$ cat config.mk
export PLATFORM = sky130hd
export DESIGN_NAME = serial_subtractor
export DESIGN_NICKNAME = d
export VERILOG_FILES = /design/src/rtl/serial_subtractor.sv
export SDC_FILE = /design/constraint.sdc
export NUM_CORES = 1
export LEC_CHECK = 0
export CELL_PAD_IN_SITES_DETAIL_PLACEMENT = 0
export CELL_PAD_IN_SITES_GLOBAL_PLACEMENT = 2
export CORE_ASPECT_RATIO = 0.6
export CORE_MARGIN = 2
export CORE_UTILIZATION = 32
export CTS_CLUSTER_DIAMETER = 150
export DETAILED_ROUTE_END_ITERATION = 10
export GPL_ROUTABILITY_DRIVEN = 0
export PLACE_DENSITY_LB_ADDON = 0.05
export SYNTH_ARGS = -nofsm -noshare
export SYNTH_HDL_FRONTEND = slang
export SYNTH_SLANG_ARGS = --single-unit
$ cat constraint.sdc
create_clock -name clk -period 1.44 [get_ports clk]
set_input_delay 0.288 -clock clk [delete_from_list [all_inputs] [get_ports clk]]
set_output_delay 0.288 -clock clk [all_outputs]
set_load 0.02 [all_outputs]
$ cat src/rtl/serial_subtractor.sv
// Bit-serial subtractor: diff = a - b, one bit per clock, LSB first.
// One full-subtractor cell plus a borrow flop; start/busy/done handshake.
module serial_subtractor #(
  parameter int WIDTH = 8
) (
  input  logic             clk,
  input  logic             rst_n,
  input  logic             start,
  input  logic [WIDTH-1:0] a,
  input  logic [WIDTH-1:0] b,
  output logic             busy,
  output logic             done,
  output logic [WIDTH-1:0] diff,
  output logic             bout
);

  localparam int CW = $clog2(WIDTH) + 1;

  typedef enum logic {IDLE, RUN} state_t;

  state_t          state, state_next;
  logic [WIDTH-1:0] ra, rb;
  logic            borrow;
  logic [CW-1:0]   cnt;
  logic            x, y, d, br_next, last, accept;

  always_comb begin
    x          = ra[0];
    y          = rb[0];
    d          = x ^ y ^ borrow;
    br_next    = (~x & y) | (~(x ^ y) & borrow);
    last       = (cnt == CW'(WIDTH - 1));
    accept     = 1'b0;
    state_next = state;
    case (state)
      IDLE: begin
        if (start) begin
          accept     = 1'b1;
          state_next = RUN;
        end
      end
      RUN: begin
        if (last) state_next = IDLE;
      end
      default: state_next = IDLE;
    endcase
  end

  always_ff @(posedge clk or negedge rst_n) begin
    if (!rst_n) state <= IDLE;
    else        state <= state_next;
  end

  always_ff @(posedge clk or negedge rst_n) begin
    if (!rst_n) begin
      ra     <= '0;
      rb     <= '0;
      borrow <= 1'b0;
      cnt    <= '0;
      busy   <= 1'b0;
      done   <= 1'b0;
      diff   <= '0;
      bout   <= 1'b0;
    end else begin
      done <= 1'b0;
      if (accept) begin
        ra     <= a;
        rb     <= b;
        borrow <= 1'b0;
        cnt    <= '0;
        busy   <= 1'b1;
      end else if (state == RUN) begin
        ra     <= ra >> 1;
        rb     <= rb >> 1;
        // New result bit enters at the MSB; after WIDTH shifts diff is LSB-aligned.
        diff   <= (diff >> 1) | (WIDTH'(d) << (WIDTH - 1));
        borrow <= br_next;
        cnt    <= cnt + CW'(1);
        if (last) begin
          busy <= 1'b0;
          done <= 1'b1;
          bout <= br_next;
        end
      end
    end
  end

endmodule

==> Slide: Implementation Results <==
Implementation Results

Status
  – Status: finished, final reports clean

Final timing
  – Least-Margin Pin Slew: 0.254 ns
  – Fin. Hold Viols: 0
  – Max-Slew Margin vs Limit: between 80 and 90%
  – RSZ-0062 raised after global routing: false
  – Post-layout period usage: 90.7%
  – Setup tns final: 0 ns
  – Final WS setup: between 0.1 and 0.15 ns
  – Peak Freq: 766 MHz
  – Hold Worst Slack: about 0.36 ns
  – Minimum clock period: between 1 and 1.5 ns
  – Slew Limit Fails: 0
  – Final setup violation count: 0

Synthesis
  – Largest area contributor in the netlist: dfrtp_1
  – Distinct cell type count after synthesis: 22
  – Commonest flop: dfrtp_1
  – Mapped Area: 1440 um^2
  – Synth Net Count: between 100 and 150
  – Simple Share, Synth: 7.73%
  – Top cells by count, synth: dfrtp_1 (33), nand2_1 (19), mux2i_1 (17)
  – Max-area cell share: 57.3%
  – Post-synth ARST share: 100%
  – Dominant comb cell: multiplexers
  – Yosys Chip Area: 1440 um^2
  – Post-Syn Instances: around 120
  – Share of the yosys chip area belonging to registers: a little under three fifths
  – Mapped Avg Cell Area: 12.0 um^2
  – Post-synth EDFFs: 0
  – Top-count cell post-synth: dfrtp_1
  – Adders+Majority by Area: 2.26%
  – XORs/XNORs by Area: under 10%
  – Mux frac, synth: 18.6%
  – Yosys Instances: 120
  – Synthesis Warnings: 0
  – Aoi share: about 7.6%
  – Synth Register Bits: 33

Global route
  – GR Layer Usage met2: 17.1%
  – GRT overflow: 0
  – Top Usage Layer GRT: met2
  – Initial antenna violation count: 0
  – Vias in the first global route: 947
  – Largest net degree at the start of global routing: 34

Final layout
  – Post-Layout Cell Count: around 220
  – Layout cell share with drive strength beyond 1: 14.8%
  – Ant diodes: 0
  – Fin nets: 175
  – Top cell category: registers
  – Clock network share of area: 6.03%
  – Comb. cell area: approximately 540 um^2
  – Dominant logic cell type in the layout: dfrtp_1
  – Post-route cell area: 1910 um^2
  – Non-clk buf share: ~18%
  – Number of non-clock buffers in the layout: 34
  – Logic share of the area: 28.2%
  – Comb_multi_in: approximately 76
  – Filler cells: 419
  – Area growth, synth to finish: 32.4%
  – Most numerous logic cells after layout: dfrtp_1 (33), nand2_1 (19), clkdlybuf4s50_1 (18)
  – Top flop regs: diff: 8 flops, ra: 8 flops, rb: 8 flops

Clock network
  – CTS sink cnt: 33
  – H-tree levels: 2
  – TritonCTS clock tree: built
  – Setup Buffers After CTS: 0
  – Clock-pin transition on the worst setup and hold timing paths: 0.08 ns
  – PostCTS Resize Cnt: 11
  – Hold_buf cts: 0
  – Root Buffer: clkbuf_8

Power
  – Pwr top: registers
  – Comb. pwr: 1.41 mW
  – PD cells: 2030 nW/um^2
  – Power share of the combinational group: 36.5%
  – Sw Ratio: 34.7%
  – Switching Power: 1.34 mW
  – Leak pwr: 0.878 nW
  – Peak supply drop: 0.886 mV
  – Sequential power share: 40.8%

Place
  – Port Buf Inserts: 29
  – Pre-CTS WS: 0.000212 ns
  – HPWL after DPL: about 1.8 mm
  – Placed inst area: ~1800 um^2

Worst setup path
  – Data arrival, critical path: 1.02 ns
  – Crit. path cell count: 1
  – Worst setup path start: diff[1]
  – Slowest cell on the critical path: dfrtp_1
  – Critical R2R Launch: ra[0]
  – Crit path cell chain: dlygate4sd2_1
  – CP endpoint kind: output pin
  – Critical path type: reg2out
  – Worst path bufs/invs: 1
  – Delay-heaviest family, CP: flip-flops
  – RR Endpoint: diff[7]
  – WP data required: between 1 and 1.5 ns
  – R2R Setup Slk: between 0.15 and 0.2 ns
  – Critical Path End: diff[1]
  – Worst-path maximum fanout: 3

Die
  – Die Height: 56.0 um
  – Core footprint: 4210 um^2
  – Rows: 18
  – Num ports: 30
  – Chip area: 5070 um^2

Routing
  – Router iterations before antenna repair: 6
  – Met3 routed WL: 127 um
  – WL met1: 1.52 mm
  – DRC: 0
  – DR top layer: met4
  – Met2 wire length: between 1 and 1.5 mm
  – Antenna Violating Nets Remaining: 0
  – 1st-iter DRT viols: 68

Flow run
  – Max cap viols: 0

Hold path
  – Hold WC Path Type: in2async
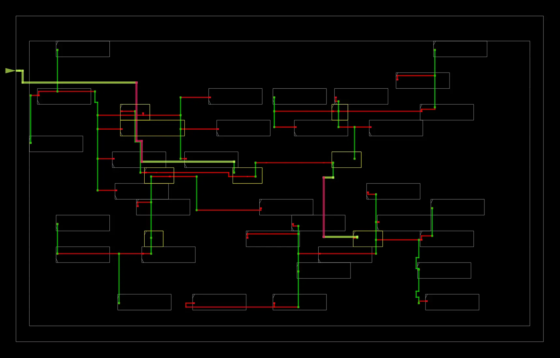
(clock nets)
TritonCTS buffer count: 5
final-layout clock buffer total: 5
Clock Skews: 0.00735 ns
clock network power: 877 uW

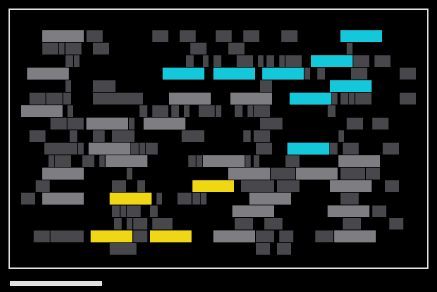
(sequential cells coloured by netlist name)
Bar = 20 um. Other sequential cells in the stronger grey, the rest of the logic in the fainter grey.
yellow -> cnt  # placed flops 4
cyan -> ra  # placed flops 8
not coloured = 21
Power Sequential: 1.58 mW
FF+latch area: 826 um^2

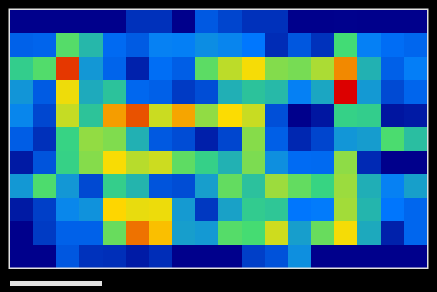
(routed metal per tile)
Bar = 20 um. 18 x 11 tiles, from dark blue (low) to red (high), scaled to the fullest tile. Values are wire area over tile area, all layers added.
fullest tile = 0.26
tiles over half the peak = 25%
nearly empty tiles = 13%
gr usage total: 12.0%
WL/cell: 12.7 um
final wirelength: 2.74 mm

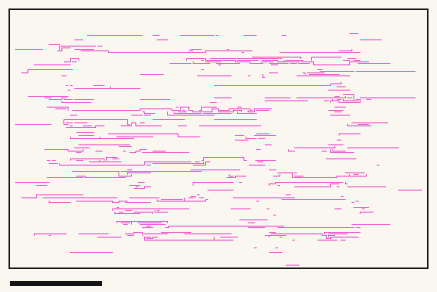
(metal 1)
Bar = 20 um.
wire length on this layer = 1520 um
main direction = horizontal
share of all routed wire = 55%
longest straight run = 25.3 um
nets with wire on the layer = 154
vias: 921
met1 Use GR: 16.7%

Power and IR drop assume default switching activity.
